## src/rtl/serial_adder_pkg.sv

```systemverilog
// Shared types and sizing helpers for the bit-serial adder/subtractor.
package serial_adder_pkg;

  typedef enum logic {
    IDLE = 1'b0,
    RUN  = 1'b1
  } state_e;

  // Bit-counter width for a given operand width; never narrower than one bit.
  function automatic int cnt_width(input int width);
    int w;
    w = $clog2(width);
    return (w < 1) ? 1 : w;
  endfunction

  localparam int DEFAULT_WIDTH = 8;
  localparam int DEFAULT_CNT_W = cnt_width(DEFAULT_WIDTH);

endpackage

```

## src/rtl/serial_adder_fa_cell.sv

```systemverilog
// Combinational one-bit full adder, the only arithmetic in the serial datapath.
module fa_cell (
  input  logic a,
  input  logic b,
  input  logic ci,
  output logic s,
  output logic c
);

  assign s = a ^ b ^ ci;
  assign c = (a & b) | (a & ci) | (b & ci);

endmodule

```

## src/rtl/serial_adder.sv

```systemverilog
// Bit-serial add/subtract: one bit per cycle, LSB first, through a single full adder.
module serial_adder
  import serial_adder_pkg::*;
#(
  parameter int WIDTH = DEFAULT_WIDTH
) (
  input  logic             clk,
  input  logic             rst_n,
  input  logic             start,
  input  logic             sub,
  input  logic             cin,
  input  logic [WIDTH-1:0] a,
  input  logic [WIDTH-1:0] b,
  output logic             busy,
  output logic             done,
  output logic [WIDTH-1:0] sum,
  output logic             cout,
  output logic             ovf
);

  localparam int            CW   = cnt_width(WIDTH);
  localparam logic [CW-1:0] LAST = CW'(WIDTH - 1);

  state_e           state_q, state_d;
  logic [WIDTH-1:0] a_q, a_d, b_q, b_d, res_q, res_d, sum_q, sum_d;
  logic [CW-1:0]    cnt_q, cnt_d;
  logic             carry_q, carry_d, cout_q, cout_d, ovf_q, ovf_d, done_q, done_d;
  logic             fa_s, fa_c;

  fa_cell u_fa (
    .a  (a_q[0]),
    .b  (b_q[0]),
    .ci (carry_q),
    .s  (fa_s),
    .c  (fa_c)
  );

  always_comb begin
    state_d = state_q;
    unique case (state_q)
      IDLE:    if (start) state_d = RUN;
      RUN:     if (cnt_q == LAST) state_d = IDLE;
      default: state_d = IDLE;
    endcase
  end

  always_comb begin
    a_d     = a_q;
    b_d     = b_q;
    res_d   = res_q;
    cnt_d   = cnt_q;
    carry_d = carry_q;
    sum_d   = sum_q;
    cout_d  = cout_q;
    ovf_d   = ovf_q;
    done_d  = 1'b0;
    if (state_q == IDLE && start) begin
      // Subtraction is a + ~b + 1, so the inverted operand and forced carry do it.
      a_d     = a;
      b_d     = sub ? ~b : b;
      carry_d = sub ? 1'b1 : cin;
      cnt_d   = '0;
    end else if (state_q == RUN) begin
      a_d     = a_q >> 1;
      b_d     = b_q >> 1;
      res_d   = {fa_s, res_q[WIDTH-1:1]};
      carry_d = fa_c;
      cnt_d   = cnt_q + CW'(1);
      if (cnt_q == LAST) begin
        // On the MSB cycle carry_q is the carry into the MSB.
        sum_d  = {fa_s, res_q[WIDTH-1:1]};
        cout_d = fa_c;
        ovf_d  = fa_c ^ carry_q;
        done_d = 1'b1;
        cnt_d  = '0;
      end
    end
  end

  always_ff @(posedge clk or negedge rst_n) begin
    if (!rst_n) begin
      state_q <= IDLE;
      a_q     <= '0;
      b_q     <= '0;
      res_q   <= '0;
      cnt_q   <= '0;
      carry_q <= 1'b0;
      sum_q   <= '0;
      cout_q  <= 1'b0;
      ovf_q   <= 1'b0;
      done_q  <= 1'b0;
    end else begin
      state_q <= state_d;
      a_q     <= a_d;
      b_q     <= b_d;
      res_q   <= res_d;
      cnt_q   <= cnt_d;
      carry_q <= carry_d;
      sum_q   <= sum_d;
      cout_q  <= cout_d;
      ovf_q   <= ovf_d;
      done_q  <= done_d;
    end
  end

  assign busy = (state_q == RUN);
  assign done = done_q;
  assign sum  = sum_q;
  assign cout = cout_q;
  assign ovf  = ovf_q;

endmodule

```

## config.mk

```make
export PLATFORM = sky130hd
export DESIGN_NAME = serial_adder
export DESIGN_NICKNAME = d
export VERILOG_FILES = /design/src/rtl/serial_adder_pkg.sv /design/src/rtl/serial_adder_fa_cell.sv /design/src/rtl/serial_adder.sv
export SDC_FILE = /design/constraint.sdc
export NUM_CORES = 1
export LEC_CHECK = 0
export ABC_AREA = 0
export CAP_MARGIN = 5
export CORE_ASPECT_RATIO = 1.4
export CORE_UTILIZATION = 53
export CTS_BUF_LIST = sky130_fd_sc_hd__clkbuf_4 sky130_fd_sc_hd__clkbuf_8
export CTS_CLUSTER_DIAMETER = 150
export DETAILED_ROUTE_END_ITERATION = 10
export GPL_TIMING_DRIVEN = 0
export HOLD_SLACK_MARGIN = 0.03
export PLACE_DENSITY = 0.81
export SYNTH_ARGS = -nofsm -noshare
export SYNTH_HDL_FRONTEND = slang
export SYNTH_HIERARCHICAL = 1
export SYNTH_SLANG_ARGS = --single-unit
export TNS_END_PERCENT = 30
```

## constraint.sdc

```tcl
create_clock -name clk -period 1.9 [get_ports clk]
set_input_delay 0.38 -clock clk [delete_from_list [all_inputs] [get_ports clk]]
set_output_delay 0.38 -clock clk [all_outputs]
set_load 0.05 [all_outputs]
```

Figure 1. Met1 routing (run 1).
Cells faint in the background.
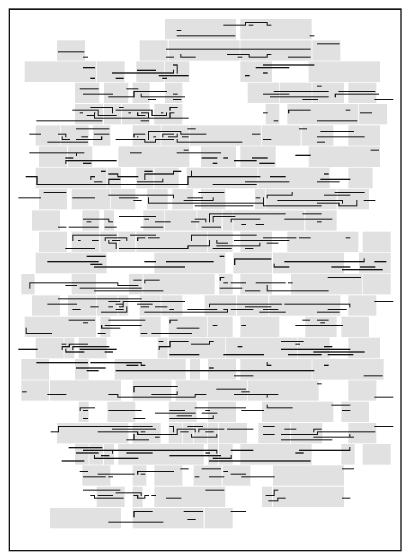
wire length on this layer: 1240 µm
share of all routed wire: 40%
main direction: horizontal
longest straight run: 25.3 µm
nets with wire on the layer: 168

Figure 2. Metal 2 (run 1).
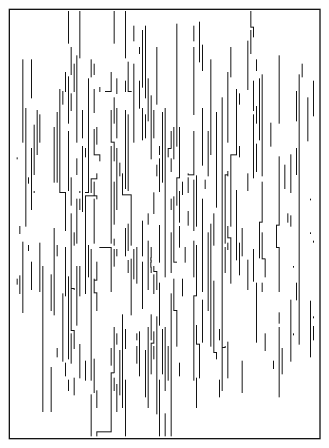
wire length on this layer: 1750 µm
longest straight run: 47.3 µm
share of all routed wire: 56%
nets with wire on the layer: 174
main direction: vertical

==> out/results.ini, run 1 <==
[cells_and_area]
clkbuf_count = 6
comb_cells = 80
final_area_um2 = 2170
design.seq.count = 39
sh_seq_area_pct = 44.9
instances_no_fill = 207
synthToLayoutAreaGrowth_pct = 27.6
area_share_nonclk_buffers_pct = 16.9
lay_top_cells = 39 x dfrtp_1, 29 x clkdlybuf4s50_1, 17 x mux2_2
lay_top_count = dfrtp_1

[worst_setup_path]
critPathLaunch = cout
worstPathMaxFanout = 2
cp-end-kind = output port
cp-start-kind = flip-flop
crit_buf_inv = 1
endpoint = cout
crit_family = buffers and inverters
arrival_ns = 1.44
r2r_start = cnt_q[0]
r2r_end = cout

[global_routing]
grt_pass1_wl_um = 5490
grt_overflow = 0
grt_max_degree = 40
antenna_found_initial = 0

[final_timing]
setup_tns_ns = 0
post-route-period-util_pct = 95.7
fin_skew_ns = 0.00309
slew-limit-headroom_pct = 43.4
min_period_ns = 1.82
setup_ws_ns = 0.0811
whs_ns = 0.202
hold_violations = 0

[synthesis]
syn_inst = 129
synth-main-ff-cell = dfrtp_1
common_cells = 39 x dfrtp_1, 17 x mux2_2, 9 x nand2_1
synth_nets = 153
topCombFamilyByArea = multiplexers
yosys-stat-area_um2 = 1700
aoi_share_pct = 8.88
synthSimpleGateAreaFrac_pct = 6.68
yosys_warnings = 6
avgSynthCellArea_um2 = 13.2
synth.largest_area_cell = dfrtp_1
async_flop_share_pct = 100
fa_ha_area_share_pct = 2.64
top_area_share_pct = 57.3

[power]
pg_seq_mw = 1.37
netSwitchingPower_mw = 1.33
seq_power_share_pct = 37.7
pwr-share-clk_pct = 19.1
p_comb_share_pct = 43.2

[cts]
cts_setup_buffers = 0
hold_buffers = 0
clk_pin_slew_ns = 0.07
cts_buffers = 5
cts_buffer_depth = 2
cts_tree = yes

[placement]
dp_hpwl_um = 2170
place_inst = 199

[outcome]
outcome = completed

[routing]
finalWirelength_um = 3120
num_vias = 1115
wl_met1_um = 1240
drt_iter0_drc = 30
first_pass_iters = 4
drcViolationCount = 0
routed.top_layer = met4

[floorplanning]
initCoreUtil_pct = 55.1
io_pins = 33
num_rows = 24
die_area_um2 = 3450
core_um2 = 3090

[job]
warnings = 26

Figure 3. Routing congestion map (run 1).
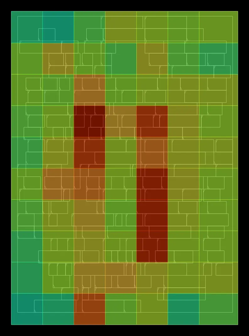
layer with the highest usage: met2
GRT Total Usage: 21.6%
grt met1 use: 26.2%
met2 global-route usage: 36.3%

Figure 4. Cells by drive strength (run 1).
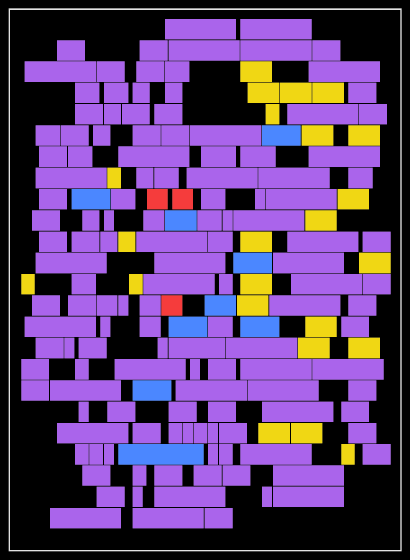

==> run 2: changes to the inputs <==
Settings changed: CTS_BUF_LIST sky130_fd_sc_hd__clkbuf_4 sky130_fd_sc_hd__clkbuf_8 to sky130_fd_sc_hd__clkbuf_2, GPL_ROUTABILITY_DRIVEN set to 0.
Figure 5. Cells by drive strength (run 2).
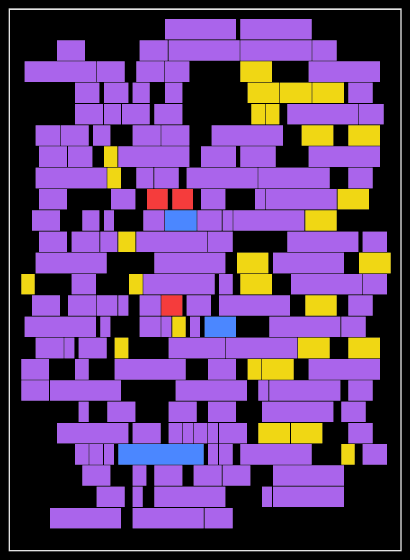
legend:
  x6 and larger:
    color: blue
    cells: 3
    share: 1.8%
    most_used: buf_6
  x3 and x4:
    color: red
    cells: 3
    share: 1.8%
    most_used: buf_4
  x1 and smaller:
    color: purple
    cells: 134
    share: 80%
    most_used: dfrtp_1
  x2:
    color: yellow
    cells: 28
    share: 17%
    most_used: mux2_2

Figure 6. Routing congestion map (run 2).
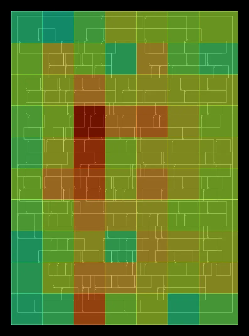
met2 global-route usage: 35.3%
grt met1 use: 26.8%

==> run 2 against run 1 <==
  * Combinational power shrank 5%
  * Area after synthesis is the same
  * Sequential power is essentially flat
  * Via count shrank 1.6%
  * Setup slack gained 0.074 ns
  * Largest cell class unchanged
==> out/results.ini, run 2 <==
[routing]
first_pass_iters = 4
drcViolationCount = 0
drt_iter0_drc = 31
finalWirelength_um = 3050
routed.top_layer = met4
num_vias = 1097

[synthesis]
fa_ha_area_share_pct = 2.64
synthSimpleGateAreaFrac_pct = 6.68
aoi_share_pct = 8.88
synth.largest_area_cell = dfrtp_1
syn_inst = 129
async_flop_share_pct = 100
topCombFamilyByArea = multiplexers
yosys-stat-area_um2 = 1700
synth-main-ff-cell = dfrtp_1
common_cells = 39 x dfrtp_1, 17 x mux2_2, 9 x nand2_1
yosys_warnings = 6

[worst_setup_path]
critPathLaunch = busy
crit_family = buffers and inverters
crit_buf_inv = 1
cp-start-kind = flip-flop

[global_routing]
grt_pass1_wl_um = 5510
grt_use_total_pct = 21.5
grt_max_degree = 40
antenna_found_initial = 0

[floorplanning]
die_area_um2 = 3450
initCoreUtil_pct = 55.1
num_rows = 24
core_um2 = 3090

[cells_and_area]
instances_no_fill = 207
comb_cells = 80
design.seq.count = 39
final_area_um2 = 2110
lay_top_count = dfrtp_1
area_share_nonclk_buffers_pct = 16.8
sh_seq_area_pct = 46.3
clkbuf_count = 5
synthToLayoutAreaGrowth_pct = 23.6

[power]
pwr-share-clk_pct = 14.3
netSwitchingPower_mw = 1.30

[final_timing]
setup_ws_ns = 0.155
hold_violations = 0
whs_ns = 0.0696
post-route-period-util_pct = 91.8
fin_skew_ns = 0.0136
min_period_ns = 1.74

[cts]
cts_buffers = 5
clk_pin_slew_ns = 0.19
cts_setup_buffers = 0
cts_buffer_depth = 2
hold_buffers = 0
cts_tree = yes

[outcome]
outcome = completed

[placement]
place_inst = 199
dp_hpwl_um = 2170

Figure 7. Met1 routing (run 2).
Cells faint in the background.
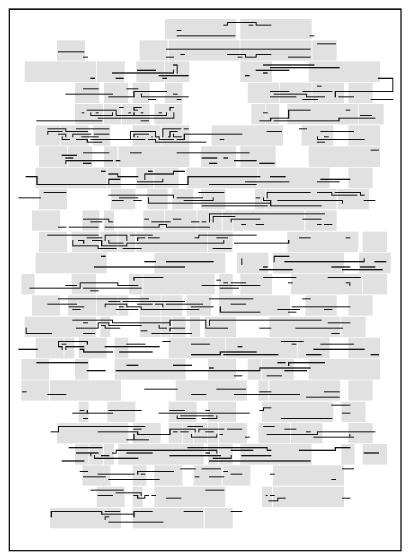

==> run 3: changes to the inputs <==
Settings changed: ABC_AREA 0 to 1, CORE_UTILIZATION 53 to 54, PLACE_DENSITY 0.81 to 0.82.
Figure 8. Met1 routing (run 3).
Cells faint in the background.
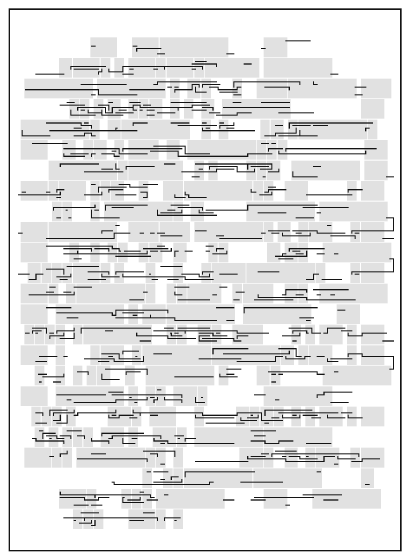
wire length on this layer: 1430 µm
share of all routed wire: 45%
longest straight run: 12.6 µm
Post-Route WL: 3150 µm
grt met1 use: 23.2%
routed vias: 1423

==> run 3 against run 2 <==
  * Setup slack better by 0.056 ns
  * Largest power group unchanged
  * Clock skew down 0.0058 ns
  * Sequential share of layout area down 2.8 points
  * Synthesized cell count up 71%
  * Critical endpoint unchanged
  * Clock-buffer cell count unchanged
  * Core utilization up 1.6 points
  * Hold slack better by 0.0021 ns
  * Combinational power up 3%
  * Power down 3.9%
  * Critical path type unchanged
  * Critical path depth unchanged
==> out/results.ini, run 3 <==
[cells_and_area]
area_share_nonclk_buffers_pct = 16.5
comb_cells = 144
lay_top_cells = 104 x nand2_1, 39 x dfrtp_1, 26 x inv_1
clkbuf_count = 5
instances_no_fill = 298
synthToLayoutAreaGrowth_pct = 20.0
final_area_um2 = 2240
drive_gt1_share_pct = 13.9
sh_seq_area_pct = 43.6
design.seq.count = 39
lay_top_count = nand2_1

[cts]
cts_tree = yes
cts_setup_buffers = 0
cts_buffer_depth = 2
cts_buffers = 5

[outcome]
outcome = completed

[synthesis]
top_area_share_pct = 52.2
avgSynthCellArea_um2 = 8.45
async_flop_share_pct = 100
synth-main-ff-cell = dfrtp_1
fa_ha_area_share_pct = 2.41
common_cells = 104 x nand2_1, 39 x dfrtp_1, 26 x inv_1
synthSimpleGateAreaFrac_pct = 26.3
yosys_warnings = 6
topCombFamilyByArea = simple AND/OR/NAND/NOR gates
synth.largest_area_cell = dfrtp_1
synth_nets = 245
yosys-stat-area_um2 = 1870
xor_share_pct = 0

[floorplanning]
die_area_um2 = 3700
io_pins = 33
initCoreUtil_pct = 58.1
core_um2 = 3210

[power]
netSwitchingPower_mw = 1.44
pg_seq_mw = 1.32
p_sw_share_pct = 45.0
pwr-share-clk_pct = 10.4
p_comb_share_pct = 48.4

[routing]
routed.top_layer = met4
drt_iter0_drc = 38
wl_met1_um = 1430
drcViolationCount = 0
first_pass_iters = 4

[worst_setup_path]
arrival_ns = 1.31
cp-end-kind = output port
worstPathMaxFanout = 2
r2r_end = ovf
cpPeakStageDelay_ns = 0.53
crit_family = buffers and inverters
critPathLaunch = busy
crit_buf_inv = 1

[final_timing]
min_period_ns = 1.69
setup_ws_ns = 0.212
whs_ns = 0.0717
fmax_mhz = 592
setup_tns_ns = 0
slew-limit-headroom_pct = 43.5
hold_violations = 0
fin_skew_ns = 0.00780
post-route-period-util_pct = 88.9

[global_routing]
grt_overflow = 0
grt_use_total_pct = 20.7
top_usage_layer = met2
antenna_found_initial = 0
grt_max_degree = 40
use_met2_pct = 36.2

[placement]
dp_hpwl_um = 2300
place_inst = 291

[job]
warnings = 26

Figure 9. Metal 2 (run 3).
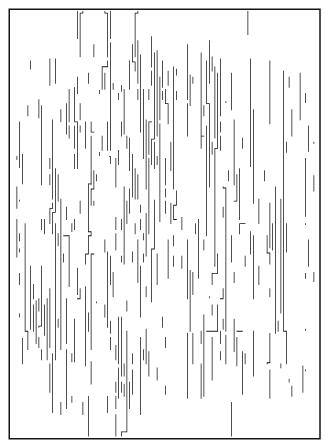
share of all routed wire: 50%
nets with wire on the layer: 207


==> gallery <==
Cell density map.
image #1
Scale bar: 10 µm. 5 x 7 tiles, from dark blue (low) to red (high), 0 to 100% covered.
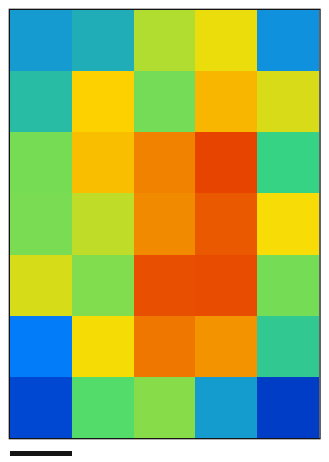
image #2
Scale bar: 20 µm. 5 x 7 tiles, from dark blue (low) to red (high), 0 to 100% covered.
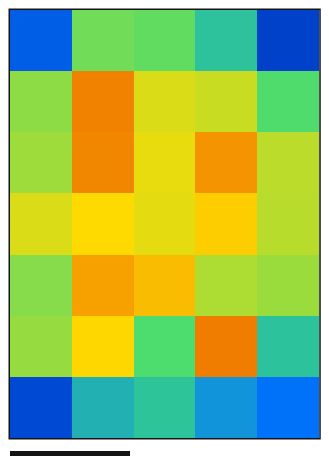
- image #1 = run 1
- image #2 = run 3

Key to image #2:
tiles over 75% full: 26%
fullest tile: 86%
mean over tiles: 59%

Power and IR drop assume default switching activity.
